**Run 1: placement by cell class**

Drawn at 3 px/µm. Fill, decap, tap and diode cells in grey.
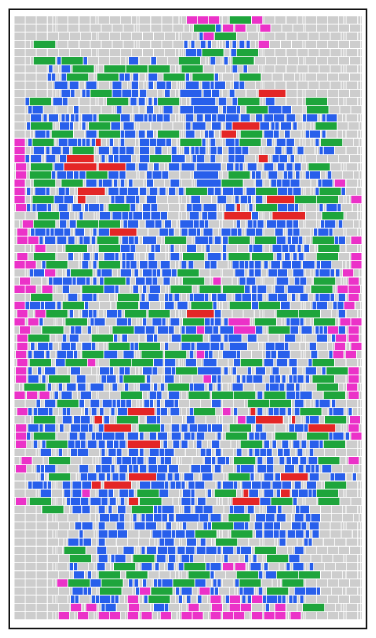
**Run 1: routing congestion map**

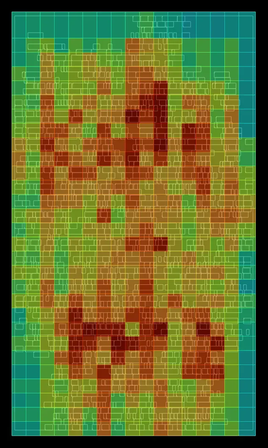
**Run 1: clock wires, drivers and flops**

Drawn at 4 px/µm.
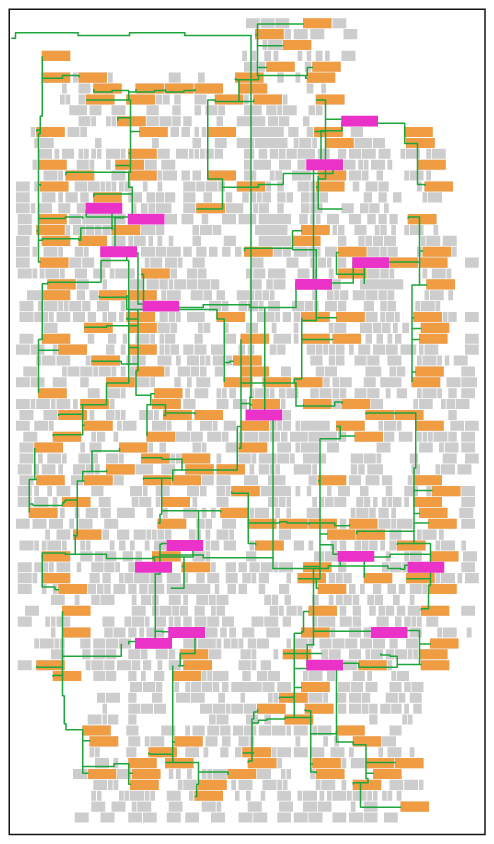
`config.mk`:
```
export PLATFORM = sky130hd
export DESIGN_NAME = vid_stream_gen_flat
export DESIGN_NICKNAME = d
export VERILOG_FILES = /design/src/rtl/vid_stream_gen_pkg.sv /design/src/rtl/vid_stream_gen_if.sv /design/src/rtl/vid_stream_gen_pattern.sv /design/src/rtl/vid_stream_gen.sv /design/src/flat_wrapper.sv
export SDC_FILE = /design/constraint.sdc
export NUM_CORES = 1
export LEC_CHECK = 0
export CORE_ASPECT_RATIO = 1.75
export CORE_UTILIZATION = 50
export CTS_CLUSTER_DIAMETER = 30
export DETAILED_ROUTE_END_ITERATION = 6
export GPL_ROUTABILITY_DRIVEN = 0
export PLACE_DENSITY = 0.71
export SYNTH_ARGS = -nofsm -noshare
export SYNTH_HDL_FRONTEND = slang
export SYNTH_SLANG_ARGS = --single-unit
```
`constraint.sdc`:
```
create_clock -name clk -period 5.9 [get_ports clk]
set_input_delay 1.77 -clock clk [delete_from_list [all_inputs] [get_ports clk]]
set_output_delay 1.77 -clock clk [all_outputs]
set_load 0.01 [all_outputs]
```
`src/rtl/vid_stream_gen_pkg.sv`:
```
// Shared types and constants for the vid_stream_gen video source:
// FSM states, test-pattern codes and the LFSR seed/tap constants.
package vid_stream_gen_pkg;

    typedef enum logic [1:0] {
        IDLE,
        ACTIVE,
        HBLANK,
        VBLANK
    } state_t;

    typedef enum logic [2:0] {
        PAT_X_RAMP  = 3'd0,
        PAT_Y_RAMP  = 3'd1,
        PAT_XY_RAMP = 3'd2,
        PAT_CHECKER = 3'd3,
        PAT_LFSR    = 3'd4
    } pattern_t;

    localparam logic [15:0] LFSR_SEED = 16'hACE1;
    // Fibonacci taps 16,14,13,11 expressed as a mask over bits [15:0]
    localparam logic [15:0] LFSR_TAPS = 16'hB400;

    function automatic logic [15:0] lfsr_next(input logic [15:0] value);
        return {value[14:0], ^(value & LFSR_TAPS)};
    endfunction

endpackage

```
`src/rtl/vid_stream_gen_if.sv`:
```
// Video stream bundle (pixel data, data-enable, h/v sync) between the
// generator (master) and a consumer such as the scaler (slave).
interface vid_stream_gen_if #(
    parameter int DATA_WIDTH = 8
);
    logic [DATA_WIDTH-1:0] data;
    logic                  de;
    logic                  hs;
    logic                  vs;

    modport master (output data, de, hs, vs);
    modport slave  (input  data, de, hs, vs);
endinterface

```
`src/rtl/vid_stream_gen_pattern.sv`:
```
// One channel of the test-pattern generator; registers a new pixel word on
// each pixel strobe. Pattern 4 (LFSR) exists only when VID_GEN_LFSR_EN is defined.
module vid_stream_gen_pattern
    import vid_stream_gen_pkg::*;
#(
    parameter int PIXEL_WIDTH = 8,
    parameter int CNT_WIDTH   = 16
) (
    input  logic                   clk,
    input  logic                   rst_n,
    input  logic [CNT_WIDTH-1:0]   x,
    input  logic [CNT_WIDTH-1:0]   y,
    input  logic [CNT_WIDTH-1:0]   ch,
    input  logic [2:0]             pattern,
    input  logic                   pix_strobe,
    input  logic                   frame_start,
    output logic [PIXEL_WIDTH-1:0] data
);
    logic [PIXEL_WIDTH-1:0] pix_value;

`ifdef VID_GEN_LFSR_EN
    logic [15:0]            lfsr;
    logic [PIXEL_WIDTH-1:0] lfsr_px;

    // Reseeding every frame makes each frame of an LFSR run identical
    always_ff @(posedge clk) begin
        if (!rst_n || frame_start) begin
            lfsr <= LFSR_SEED ^ 16'(ch);
        end else if (pix_strobe) begin
            lfsr <= lfsr_next(lfsr);
        end
    end

    if (PIXEL_WIDTH <= 16) begin : g_lfsr_narrow
        assign lfsr_px = lfsr[PIXEL_WIDTH-1:0];
    end else begin : g_lfsr_wide
        assign lfsr_px = {{(PIXEL_WIDTH-16){1'b0}}, lfsr};
    end
`else
    logic unused_frame_start;
    assign unused_frame_start = frame_start;
`endif

    always_comb begin
        pix_value = '0;
        case (pattern)
            PAT_X_RAMP:  pix_value = PIXEL_WIDTH'(x + ch);
            PAT_Y_RAMP:  pix_value = PIXEL_WIDTH'(y + ch);
            PAT_XY_RAMP: pix_value = PIXEL_WIDTH'(x + y + ch);
            PAT_CHECKER: pix_value = (x[3] ^ y[3]) ? '1 : '0;
`ifdef VID_GEN_LFSR_EN
            PAT_LFSR:    pix_value = lfsr_px;
`endif
            default:     pix_value = '0;
        endcase
    end

    always_ff @(posedge clk) begin
        if (!rst_n) begin
            data <= '0;
        end else if (pix_strobe) begin
            data <= pix_value;
        end
    end

endmodule

```
`src/rtl/vid_stream_gen.sv`:
```
// Synthesizable video stream source (frame timing FSM + per-channel patterns).
// Optional LFSR pattern enabled by defining VID_GEN_LFSR_EN.
module vid_stream_gen
    import vid_stream_gen_pkg::*;
#(
    parameter int PIXEL_WIDTH = 8,
    parameter int CHANNELS    = 1,
    parameter int CNT_WIDTH   = 16
) (
    input  logic                 clk,
    input  logic                 rst_n,
    input  logic                 start_i,
    input  logic                 stop_i,
    input  logic [CNT_WIDTH-1:0] reg_width,
    input  logic [CNT_WIDTH-1:0] reg_height,
    input  logic [CNT_WIDTH-1:0] reg_de_period,
    input  logic [CNT_WIDTH-1:0] reg_hblank,
    input  logic [CNT_WIDTH-1:0] reg_vblank,
    input  logic [CNT_WIDTH-1:0] reg_frame_count,
    input  logic [2:0]           reg_pattern,
    output logic                 busy_o,
    output logic                 frame_done_o,
    vid_stream_gen_if.master     vid
);
    state_t state, state_next;
    logic   frame_start, pix_strobe, frame_end, line_end, stop_seen;
    logic   de_r, hs_r, vs_r;

    logic [CNT_WIDTH-1:0] x, y, slot_cnt, blank_cnt, frames_done;
    logic [CNT_WIDTH-1:0] width_l, height_l, de_period_l, hblank_l, vblank_l, frame_count_l;
    logic [CNT_WIDTH-1:0] hblank_len, vblank_len;
    logic [2:0]           pattern_l;
    logic [PIXEL_WIDTH*CHANNELS-1:0] data_all;

    assign hblank_len = (hblank_l == '0) ? CNT_WIDTH'(1) : hblank_l;
    assign vblank_len = (vblank_l == '0) ? CNT_WIDTH'(1) : vblank_l;
    assign line_end   = (x == width_l - CNT_WIDTH'(1));

    always_ff @(posedge clk) begin
        if (!rst_n) begin
            state <= IDLE;
        end else begin
            state <= state_next;
        end
    end

    always_comb begin
        state_next  = state;
        frame_start = 1'b0;
        pix_strobe  = 1'b0;
        frame_end   = 1'b0;
        case (state)
            IDLE: begin
                if (start_i && reg_width != '0 && reg_height != '0) begin
                    state_next  = ACTIVE;
                    frame_start = 1'b1;
                end
            end
            ACTIVE: begin
                if (slot_cnt == de_period_l) begin
                    pix_strobe = 1'b1;
                    if (line_end) begin
                        state_next = (y == height_l - CNT_WIDTH'(1)) ? VBLANK : HBLANK;
                    end
                end
            end
            HBLANK: begin
                if (blank_cnt == hblank_len - CNT_WIDTH'(1)) begin
                    state_next = ACTIVE;
                end
            end
            VBLANK: begin
                if (blank_cnt == vblank_len - CNT_WIDTH'(1)) begin
                    frame_end = 1'b1;
                    // A zero-sized frame reprogrammed mid-run also ends the run
                    if (stop_seen || stop_i || reg_width == '0 || reg_height == '0 ||
                        (frame_count_l != '0 && frames_done + CNT_WIDTH'(1) == frame_count_l)) begin
                        state_next = IDLE;
                    end else begin
                        state_next  = ACTIVE;
                        frame_start = 1'b1;
                    end
                end
            end
            default: state_next = IDLE;
        endcase
    end

    always_ff @(posedge clk) begin
        if (!rst_n) begin
            x             <= '0;
            y             <= '0;
            slot_cnt      <= '0;
            blank_cnt     <= '0;
            frames_done   <= '0;
            stop_seen     <= 1'b0;
            width_l       <= '0;
            height_l      <= '0;
            de_period_l   <= '0;
            hblank_l      <= '0;
            vblank_l      <= '0;
            frame_count_l <= '0;
            pattern_l     <= '0;
        end else begin
            slot_cnt  <= (state == ACTIVE && !pix_strobe) ? slot_cnt + CNT_WIDTH'(1) : '0;
            blank_cnt <= (state_next == state && (state == HBLANK || state == VBLANK)) ?
                         blank_cnt + CNT_WIDTH'(1) : '0;

            if (frame_start) begin
                x             <= '0;
                y             <= '0;
                width_l       <= reg_width;
                height_l      <= reg_height;
                de_period_l   <= reg_de_period;
                hblank_l      <= reg_hblank;
                vblank_l      <= reg_vblank;
                frame_count_l <= reg_frame_count;
                pattern_l     <= reg_pattern;
            end else if (pix_strobe) begin
                if (line_end) begin
                    x <= '0;
                    y <= y + CNT_WIDTH'(1);
                end else begin
                    x <= x + CNT_WIDTH'(1);
                end
            end

            if (state == IDLE) begin
                frames_done <= '0;
                stop_seen   <= 1'b0;
            end else begin
                if (stop_i) begin
                    stop_seen <= 1'b1;
                end
                if (frame_end) begin
                    frames_done <= frames_done + CNT_WIDTH'(1);
                end
            end
        end
    end

    // One register stage keeps the sync flags aligned with the pattern data
    always_ff @(posedge clk) begin
        if (!rst_n) begin
            de_r         <= 1'b0;
            hs_r         <= 1'b1;
            vs_r         <= 1'b0;
            busy_o       <= 1'b0;
            frame_done_o <= 1'b0;
        end else begin
            de_r         <= pix_strobe;
            hs_r         <= (state != ACTIVE);
            vs_r         <= (state == ACTIVE || state == HBLANK);
            busy_o       <= (state != IDLE);
            frame_done_o <= frame_end;
        end
    end

    for (genvar c = 0; c < CHANNELS; c++) begin : g_channel
        vid_stream_gen_pattern #(
            .PIXEL_WIDTH(PIXEL_WIDTH),
            .CNT_WIDTH  (CNT_WIDTH)
        ) u_pattern (
            .clk        (clk),
            .rst_n      (rst_n),
            .x          (x),
            .y          (y),
            .ch         (CNT_WIDTH'(c)),
            .pattern    (pattern_l),
            .pix_strobe (pix_strobe),
            .frame_start(frame_start),
            .data       (data_all[c*PIXEL_WIDTH +: PIXEL_WIDTH])
        );
    end

    assign vid.data = data_all;
    assign vid.de   = de_r;
    assign vid.hs   = hs_r;
    assign vid.vs   = vs_r;

endmodule
```
`src/flat_wrapper.sv`:
```
// flat-port wrapper written by rule: the top's interface ports become plain ports
module vid_stream_gen_flat import vid_stream_gen_pkg::*;
#(
    parameter int PIXEL_WIDTH = 8,
    parameter int CHANNELS    = 1,
    parameter int CNT_WIDTH   = 16
)
  (clk, rst_n, start_i, stop_i, reg_width, reg_height, reg_de_period, reg_hblank, reg_vblank, reg_frame_count, reg_pattern, busy_o, frame_done_o, vid_data, vid_de, vid_hs, vid_vs);
  vid_stream_gen_if vid_i ();
  input  logic clk;
  input  logic rst_n;
  input  logic start_i;
  input  logic stop_i;
  input  logic [CNT_WIDTH-1:0] reg_width;
  input  logic [CNT_WIDTH-1:0] reg_height;
  input  logic [CNT_WIDTH-1:0] reg_de_period;
  input  logic [CNT_WIDTH-1:0] reg_hblank;
  input  logic [CNT_WIDTH-1:0] reg_vblank;
  input  logic [CNT_WIDTH-1:0] reg_frame_count;
  input  logic [2:0] reg_pattern;
  output logic busy_o;
  output logic frame_done_o;
  output wire logic [$bits(vid_i.data)-1:0] vid_data;
  output wire logic [$bits(vid_i.de)-1:0] vid_de;
  output wire logic [$bits(vid_i.hs)-1:0] vid_hs;
  output wire logic [$bits(vid_i.vs)-1:0] vid_vs;
  assign vid_data = vid_i.data;
  assign vid_de = vid_i.de;
  assign vid_hs = vid_i.hs;
  assign vid_vs = vid_i.vs;
  vid_stream_gen #(.PIXEL_WIDTH(PIXEL_WIDTH), .CHANNELS(CHANNELS), .CNT_WIDTH(CNT_WIDTH)) u_core (.clk(clk), .rst_n(rst_n), .start_i(start_i), .stop_i(stop_i), .reg_width(reg_width), .reg_height(reg_height), .reg_de_period(reg_de_period), .reg_hblank(reg_hblank), .reg_vblank(reg_vblank), .reg_frame_count(reg_frame_count), .reg_pattern(reg_pattern), .busy_o(busy_o), .frame_done_o(frame_done_o), .vid(vid_i));
endmodule
```
==> qor.tcl, run 1 <==
set qor(outcome) {finished clean}
set qor(port_buffer_count) 115
set qor(cts.htree.levels) 4
set qor(global_route_wire_length_before_repair_um) 49300
set qor(vias_per_cell) 5.73
set qor(clockRootBuffer) {sky130_fd_sc_hd__clkbuf_16}
set qor(detail_route.iter0.violations) 569
set qor(synth_area_leader_cell) {sky130_fd_sc_hd__dfxtp_1}
set qor(synth_cell_types) 77
set qor(grt_antenna_before_repair) 0
set qor(finalMaxSlewViolations) 0
set qor(cp_data_required_time_ns) 6.27
set qor(cts_tree) {done}
set qor(die_h_um) 206
set qor(place_hpwl_um) 21300
set qor(postSynthRegisterBits) 195
set qor(drive_above_1_share) 0.0488
set qor(grt_most_used_layer) {met2}
set qor(layout.nets) 1628
set qor(yosys-stat-cells) 1450
set qor(globalRouteOverflowTotal) 0
set qor(r2r_cells) 13
set qor(cts-buffers-inserted) 17
set qor(totalWireLength_um) 29400
set qor(yosys-top-cells-count) {270 x sky130_fd_sc_hd__nand2_1, 195 x sky130_fd_sc_hd__dfxtp_1, 113 x sky130_fd_sc_hd__mux2i_1, 107 x sky130_fd_sc_hd__xnor2_1, 90 x sky130_fd_sc_hd__nor2_1}
set qor(yosys_area_mm2) 0.0119
set qor(clk_path_buf_depth) 2
set qor(worst-setup-path-type) {reg -> reg}
set qor(drc_errors) 0
set qor(warnings) 29
Notes on 'placement by cell class' above:
Key: red = clock drivers and dummy loads [cells 32, share of their area 4.5%]; magenta = other buffers and delay cells [cells 125, share of their area 9.4%]; blue = all other logic [cells 1,165, share of their area 57%]; green = flops [cells 195, share of their area 29%]

Notes on 'routing congestion map' above:
global routing usage summed across all routing layers: 0.248
fraction of met1 tracks used by global routing: 0.266
met2 capacity usage during global routing: 0.477

Notes on 'clock wires, drivers and flops' above:
Key: magenta = cells driving clock nets [count 17]; orange = flip-flops [count 195]; green = clock wires [length 2,390 µm]
There are 18 routed clock nets.

[run 1: worst paths after layout]
check / slack, ns / startpoint / endpoint
worst max-delay path: 1.09 / u_core.vblank_l[4] / u_core.de_period_l[13]
worst max register to register: 1.09 / u_core.vblank_l[4] / u_core.de_period_l[13]
worst min-delay path: 0.46 / u_core.g_channel[0].u_pattern.data[6] / u_core.g_channel[0].u_pattern.data[6]
worst min register to register: 0.46 / u_core.g_channel[0].u_pattern.data[6] / u_core.g_channel[0].u_pattern.data[6]
[run 1: area by class of cell]
class,instances,area [µm²],area share
clock buffers,20,447,0.0326
multi-input cells,1128,7420,0.542
inverters,37,139,0.0101
well taps,304,380,0.0278
flip-flops and latches,195,3900,0.285
repair buffers,125,1250,0.0914
clock inverters,12,155,0.0113
[run 1: flip-flops by register name, indices dropped and copies added (netlist names), 2 cells and up]
signal	count
u_core.frame_count_l	16
u_core.g_channel.u_pattern.data	8
u_core.pattern_l	3
u_core.de_period_l	16
u_core.y	16
u_core.x	16
u_core.hblank_l	16
u_core.state	2
u_core.blank_cnt	16
u_core.vblank_l	16
u_core.height_l	16
u_core.width_l	16
u_core.slot_cnt	16
u_core.frames_done	16
[run 1: metrics by stage]
step / worst slack, ns / hold slack [ns] / cell area, µm² / instances / util
3_3_place_gp: 1.24 / 0.444 / 13100 / 1789 / 0.561
3_5_place_dp: 1.13 / 0.452 / 13100 / 1789 / 0.561
4_1_cts: 1.13 / 0.463 / 13700 / 1821 / 0.587
2_1_floorplan: 1.99 / 0.436 / 11900 / 1450 / -
6_report: 1.09 / 0.460 / 13700 / 1821 / 0.587
5_1_grt: 0.831 / 0.492 / 13700 / 1821 / 0.587
[run 1: routing by layer]
layer,part of all wire,routed length [µm]
met3,0.033,981
met4,0.032,943
met5,0,0
met1,0.41,12000
met2,0.53,15500
[run 1: power breakdown]
| part | total, mW | switching, mW | internal, mW |
|---|---|---|---|
| sequential | 1.54 | 0.131 | 1.41 |
| combinational | 1.21 | 0.656 | 0.551 |
| clock | 1.20 | 0.519 | 0.680 |
[run 1: kinds of logic (layout without fill, tap and decap cells)]
kind of cell | Yosys count | count (layout) | share of synthesized area
AOI/OAI and AO/OA | 147 | 147 | 0.0889
and+or+nand+nor | 667 | 667 | 0.278
xor gates and xnor gates | 173 | 173 | 0.127
DFF | 195 | 195 | 0.328
buffers and inverters | 127 | 194 | 0.0481
adders and majority gates | 21 | 21 | 0.0227
muxes | 120 | 120 | 0.107
[run 1: worst max-delay path, stage by stage (launching register included)]
cell and delay (ns):
sky130_fd_sc_hd__dfxtp_1 0.36, sky130_fd_sc_hd__or4_1 0.70, sky130_fd_sc_hd__o41a_1 0.49, sky130_fd_sc_hd__ha_1 0.25, sky130_fd_sc_hd__nor3b_1 0.17, sky130_fd_sc_hd__nand3_1 0.10, sky130_fd_sc_hd__nand3b_1 0.09, sky130_fd_sc_hd__a32oi_1 0.29
sky130_fd_sc_hd__nand3_1 0.16, sky130_fd_sc_hd__or4_1 0.83, sky130_fd_sc_hd__or2_1 0.39, sky130_fd_sc_hd__a21oi_4 0.21, sky130_fd_sc_hd__buf_12 0.41, sky130_fd_sc_hd__mux2i_1 0.24
**Run 1: a small window of the routed layout**

Region (79, 144) to (99, 164) µm. Cells in grey, sequential cells in the stronger grey; small squares are vias.
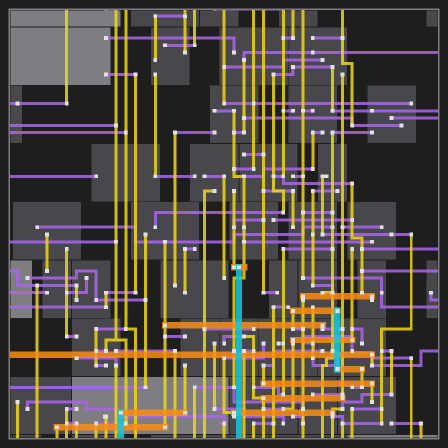

==> run 2, diff against run 1 <==
==> constraint.sdc (replaced) <==
create_clock -name clk -period 4.45 [get_ports clk]
set_input_delay 1.335 -clock clk [delete_from_list [all_inputs] [get_ports clk]]
set_output_delay 1.335 -clock clk [all_outputs]
set_load 0.01 [all_outputs]
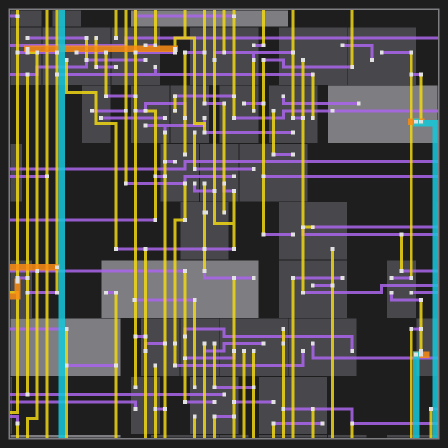
**Above:** run 2 (a small window of the routed layout).
Region (79, 144) to (99, 164) µm. Cells in grey, sequential cells in the stronger grey; small squares are vias.
Key: purple = met1; yellow = met2; orange = met3; cyan = met4
Netlist names of flops here include u_core.x (3). 28 logic cells have their middle in the window. Sequential cells in the window: 3. Most frequent: xnor2_1 (7), nor4_1 (4).

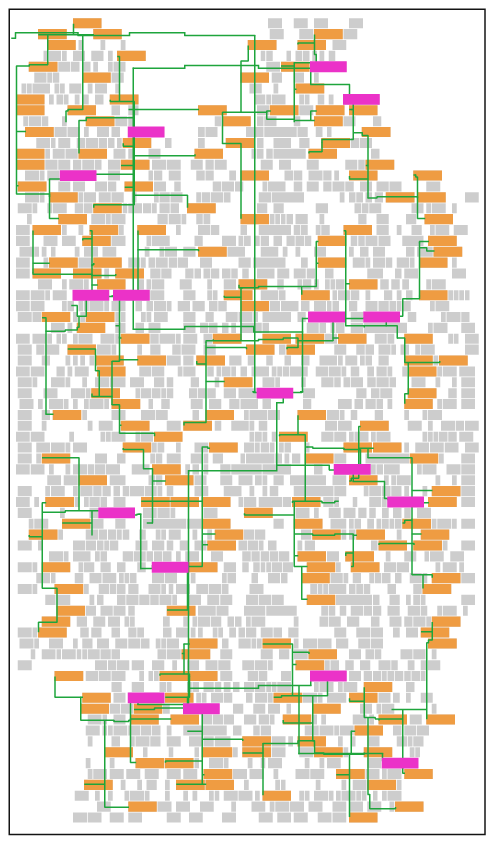
**Above:** run 2 (clock wires, drivers and flops).
Drawn at 4 px/µm.
Key: orange = flip-flops [count 195]; magenta = cells driving clock nets [count 17]; green = clock wires [length 2,480 µm]
Position of the flops: spread over the die. There are 18 routed clock nets.

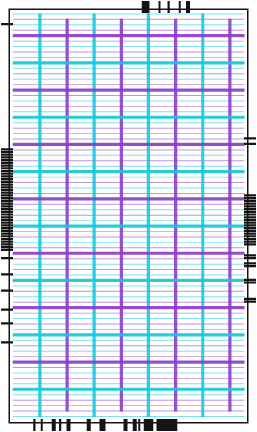
**Above:** run 2 (PDN straps and rails).
Drawn at 2 px/µm. Pins as bars on the die edge.
Key: purple = VDD; cyan = VSS
8 straps on met4. 116 signal pins sit on the boundary. 75 met1 rails follow the rows.

==> qor.tcl, run 2 <==
set qor(vias_per_cell) 5.75
set qor(register_share_of_total_power) 0.376
set qor(die_h_um) 206
set qor(cts-buffers-inserted) 17
set qor(clockRootBuffer) {sky130_fd_sc_hd__clkbuf_16}
set qor(yosys_area_mm2) 0.0119
set qor(warnings) 29
set qor(totalWireLength_um) 30600
set qor(cp_data_required_time_ns) 4.84
set qor(worst-setup-path-type) {reg -> reg}
set qor(combGateArea_mm2) 0.00742
set qor(drc_errors) 0
set qor(seqCellArea_mm2) 0.00391
set qor(clk_path_buf_depth) 2
set qor(outcome) {finished clean}
set qor(numPlacedInstances) 1807
set qor(stdcell_count) 1845
set qor(global_route_wire_length_before_repair_um) 49600
set qor(synth_area_leader_cell) {sky130_fd_sc_hd__dfxtp_1}
set qor(final_area_mm2) 0.0140
## run 2: what timing repair did
item,in CTS,in global routing
gates resized,0,7
setup endpoints to repair,0,63
buffers inserted,0,3
## run 2: per-stage QoR
stage          hold WS [ns]  worst slack, ns  total power [mW]
2_1_floorplan         0.436            0.541              3.29
3_3_place_gp          0.448            0.196              3.70
3_5_place_dp          0.453            0.139              3.72
4_1_cts               0.463            0.106              5.39
5_1_grt               0.488          0.00434              5.70
6_report              0.459            0.189              5.43
## run 2: logic make-up (layout without fill, tap and decap cells)
| family | Yosys count | in the layout | synth area share |
|---|---|---|---|
| AOI/OAI and AO/OA | 147 | 147 | 0.0889 |
| xor gates and xnor gates | 173 | 173 | 0.127 |
| adders and majority gates | 21 | 21 | 0.0227 |
| buffers and inverters | 127 | 218 | 0.0481 |
| DFF | 195 | 195 | 0.328 |
| muxes | 120 | 120 | 0.107 |
| and+or+nand+nor | 667 | 667 | 0.278 |
## run 2: final cells by class
class                      instances  area share
clock buffer                      20      0.0320
tap                              304      0.0272
timing repair buffer             149       0.107
clock inverter                    12      0.0129
sequential                       195       0.279
inverter                          37     0.00994
multi-input combinational       1128       0.531
## run 2: worst max-delay path, stage by stage, from the launching register on
cell	delay (ns)
sky130_fd_sc_hd__dfxtp_1	0.37
sky130_fd_sc_hd__or4_1	0.59
sky130_fd_sc_hd__o41a_1	0.45
sky130_fd_sc_hd__ha_1	0.25
sky130_fd_sc_hd__or3b_2	0.22
sky130_fd_sc_hd__nor2_1	0.07
sky130_fd_sc_hd__mux2i_1	0.16
sky130_fd_sc_hd__a311o_1	0.22
sky130_fd_sc_hd__nand3_1	0.10
sky130_fd_sc_hd__or4_1	0.56
sky130_fd_sc_hd__or2_1	0.29
sky130_fd_sc_hd__a21oi_4	0.20
sky130_fd_sc_hd__buf_4	0.18
sky130_fd_sc_hd__buf_8	0.29
sky130_fd_sc_hd__mux2i_1	0.22
## run 2: power by group through the flow
stage / logic [mW] / clock network, mW / registers, mW
2_1_floorplan: 1.28 / 0 / 2.02
3_3_place_gp: 1.63 / 0 / 2.07
5_1_grt: 1.89 / 1.75 / 2.06
6_report: 1.73 / 1.66 / 2.04
4_1_cts: 1.66 / 1.69 / 2.04
3_5_place_dp: 1.65 / 0 / 2.07
## run 2: worst paths after layout
kind                                                            start                               endpoint  slack (ns)  cells past startpoint
worst max register to register                     u_core.vblank_l[8]                    u_core.hblank_l[15]        0.19                     14
worst max-delay path                               u_core.vblank_l[8]                    u_core.hblank_l[15]        0.19                     14
worst min register to register  u_core.g_channel[0].u_pattern.data[3]  u_core.g_channel[0].u_pattern.data[3]        0.46                      2
worst min-delay path            u_core.g_channel[0].u_pattern.data[3]  u_core.g_channel[0].u_pattern.data[3]        0.46                      2
## run 2: per-layer routing
metal  wire length [µm]  GRT usage  up-vias
li1                   -          -     5272
met3               1180     0.0477       83
met4               1080      0.119        0
met2              16200      0.478      283
met1              12200      0.267     4975
met5                  0          0        -
**Run 2: routing congestion map**

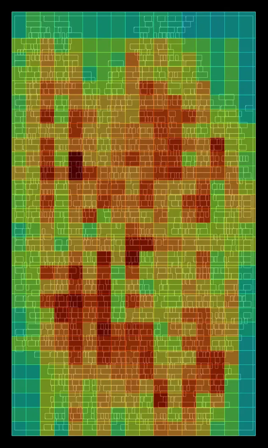

==> run 3, diff against run 2 <==
--- a/config.mk
+++ b/config.mk
@@ -7,6 +7,7 @@
 export LEC_CHECK = 0
 export CORE_ASPECT_RATIO = 1.75
 export CORE_UTILIZATION = 50
+export CTS_BUF_LIST = sky130_fd_sc_hd__clkbuf_16
 export CTS_CLUSTER_DIAMETER = 30
 export DETAILED_ROUTE_END_ITERATION = 6
 export GPL_ROUTABILITY_DRIVEN = 0
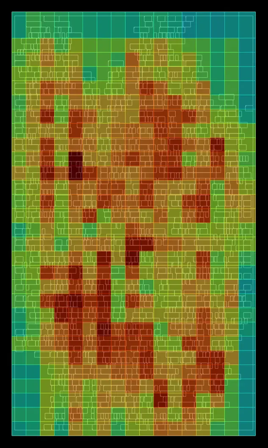
**Above:** run 3 (routing congestion map).
busiest layer in global routing: met2
final standard cell utilization of the core: 0.599

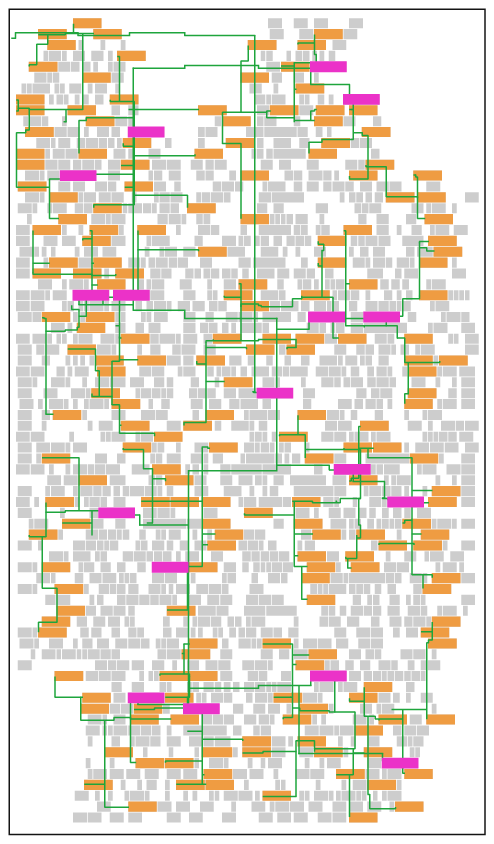
**Above:** run 3 (clock wires, drivers and flops).
Drawn at 4 px/µm.
Key: orange = flip-flops [count 195]; magenta = cells driving clock nets [count 17]; green = clock wires [length 2,500 µm]
Position of the flops: spread over the die.

==> qor.tcl, run 3 <==
set qor(outcome) {finished clean}
set qor(stdcell_count) 1845
set qor(postSynthRegisterBits) 195
set qor(layout.nets) 1652
set qor(synth_cell_types) 77
set qor(area_share_of_fa_ha_maj_cells_after_synthesis) 0.0227
set qor(synth_area_leader_cell) {sky130_fd_sc_hd__dfxtp_1}
set qor(buffering_stage_count_on_the_worst_path_with_inverters_included) 2
set qor(critical_path.top_delay_family) {simple AND/OR/NAND/NOR gates}
set qor(yosys-stat-cells) 1450
set qor(finalMaxSlewViolations) 0
set qor(yosys-top-cells-count) {270 x sky130_fd_sc_hd__nand2_1, 195 x sky130_fd_sc_hd__dfxtp_1, 113 x sky130_fd_sc_hd__mux2i_1, 107 x sky130_fd_sc_hd__xnor2_1, 90 x sky130_fd_sc_hd__nor2_1}
set qor(yosys_area_mm2) 0.0119
set qor(drc_errors) 0
set qor(cts-buffers-inserted) 17
set qor(detail_route.iter0.violations) 511
set qor(port_buffer_count) 115
set qor(synth.cellmix.xorXnorShare) 0.127
set qor(grt_antenna_before_repair) 0
set qor(synth.area.mux_share) 0.107
set qor(vias_per_cell) 5.78
set qor(numPlacedInstances) 1807
set qor(synth.cellmix.simpleShare) 0.278
set qor(drive_above_1_share) 0.0642
set qor(global_route_wire_length_before_repair_um) 49600
set qor(totalWireLength_um) 30600
set qor(cp_cell_sequence) {or4_1, o41a_1, ha_1, or3b_2, nor2_1, mux2i_1, a311o_1, nand3_1, or4_1, or2_1, a21oi_4, buf_4, buf_8, mux2i_1}
set qor(warnings) 29
set qor(clk_path_buf_depth) 2
set qor(topCombFamilyByArea) {simple AND/OR/NAND/NOR gates}
set qor(hold_slack_ns) 0.458
set qor(globalRouteOverflowTotal) 0
set qor(cp_data_required_time_ns) 4.84
set qor(clockRootBuffer) {sky130_fd_sc_hd__clkbuf_16}
set qor(grtUsageTotal) 0.253
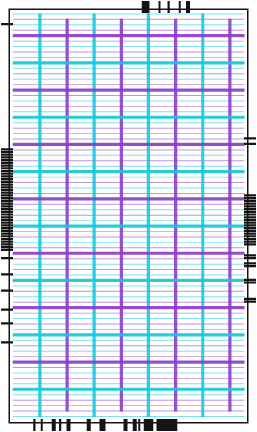
**Above:** run 3 (PDN straps and rails).
Drawn at 2 px/µm. Pins as bars on the die edge.
Key: purple = VDD; cyan = VSS
75 met1 rails follow the rows. 14 straps on met5. 8 straps on met4. 116 signal pins sit on the boundary.
worst-case vdd ir drop: 290 µV
floorplan die height: 206 µm
core box area: 0.0233 mm²
horizontal die dimension: 119 µm

run 3: cell counts after synthesis:
Identical to the previous run, type by type.
run 3: through the flow:
stage          utilization  setup slack (ns)  total power [mW]  instance area (µm²)
2_1_floorplan            -             0.541              3.29                11900
3_3_place_gp         0.567             0.196              3.70                13200
3_5_place_dp         0.567             0.139              3.72                13200
4_1_cts              0.593             0.106              5.37                13800
5_1_grt              0.599           0.00434              5.68                14000
6_report             0.599             0.207              5.41                14000
run 3: cell families (layout without fill, tap and decap cells):
group	Yosys count	in the layout
xor gates and xnor gates	173	173
buffers and inverters	127	218
muxes	120	120
and+or+nand+nor	667	667
AOI/OAI and AO/OA	147	147
DFF	195	195
adders and majority gates	21	21
run 3: worst paths after layout:
check | endpoint | depth (start not counted) | startpoint
setup / recovery | u_core.de_period_l[7] | 14 | u_core.vblank_l[8]
hold / removal | u_core.g_channel[0].u_pattern.data[3] | 2 | u_core.g_channel[0].u_pattern.data[3]
setup reg to reg | u_core.de_period_l[7] | 14 | u_core.vblank_l[8]
hold reg to reg | u_core.g_channel[0].u_pattern.data[3] | 2 | u_core.g_channel[0].u_pattern.data[3]
run 3: cell type report:
cell class | instances | area (µm²)
fillers | 2134 | 9370
flip-flops and latches | 195 | 3910
well taps | 304 | 380
inverters | 37 | 139
multi-input cells | 1128 | 7420
repair buffers | 149 | 1500
clock inverters | 15 | 191
clock buffers | 17 | 425
run 3: routing by layer:
metal	vias to the layer above	track usage	share of wire	wire [µm]
met5	-	0	0	0
met1	5025	0.267	0.40	12200
met3	86	0.0477	0.038	1160
met4	0	0.119	0.036	1090
met2	285	0.478	0.53	16200
li1	5271	-	-	-
run 3: tightest hold or removal path, cell delays in order (launching register included):
cell,delay (ns)
sky130_fd_sc_hd__dfxtp_1,0.31
sky130_fd_sc_hd__nand2_1,0.05
sky130_fd_sc_hd__a21oi_1,0.05
run 3: repair_timing:
action,4_1_cts,5_1_grt
hold buffers,0,0
setup endpoints to repair,0,63
setup buffers,0,3
gates resized,0,7
run 3: power breakdown:
| group | leakage (nW) | internal (mW) | switching, mW |
|---|---|---|---|
| Clock | 0.303 | 0.935 | 0.700 |
| Sequential | 1.58 | 1.87 | 0.169 |
| Combinational | 3.20 | 0.802 | 0.930 |
Power and IR drop assume default switching activity.
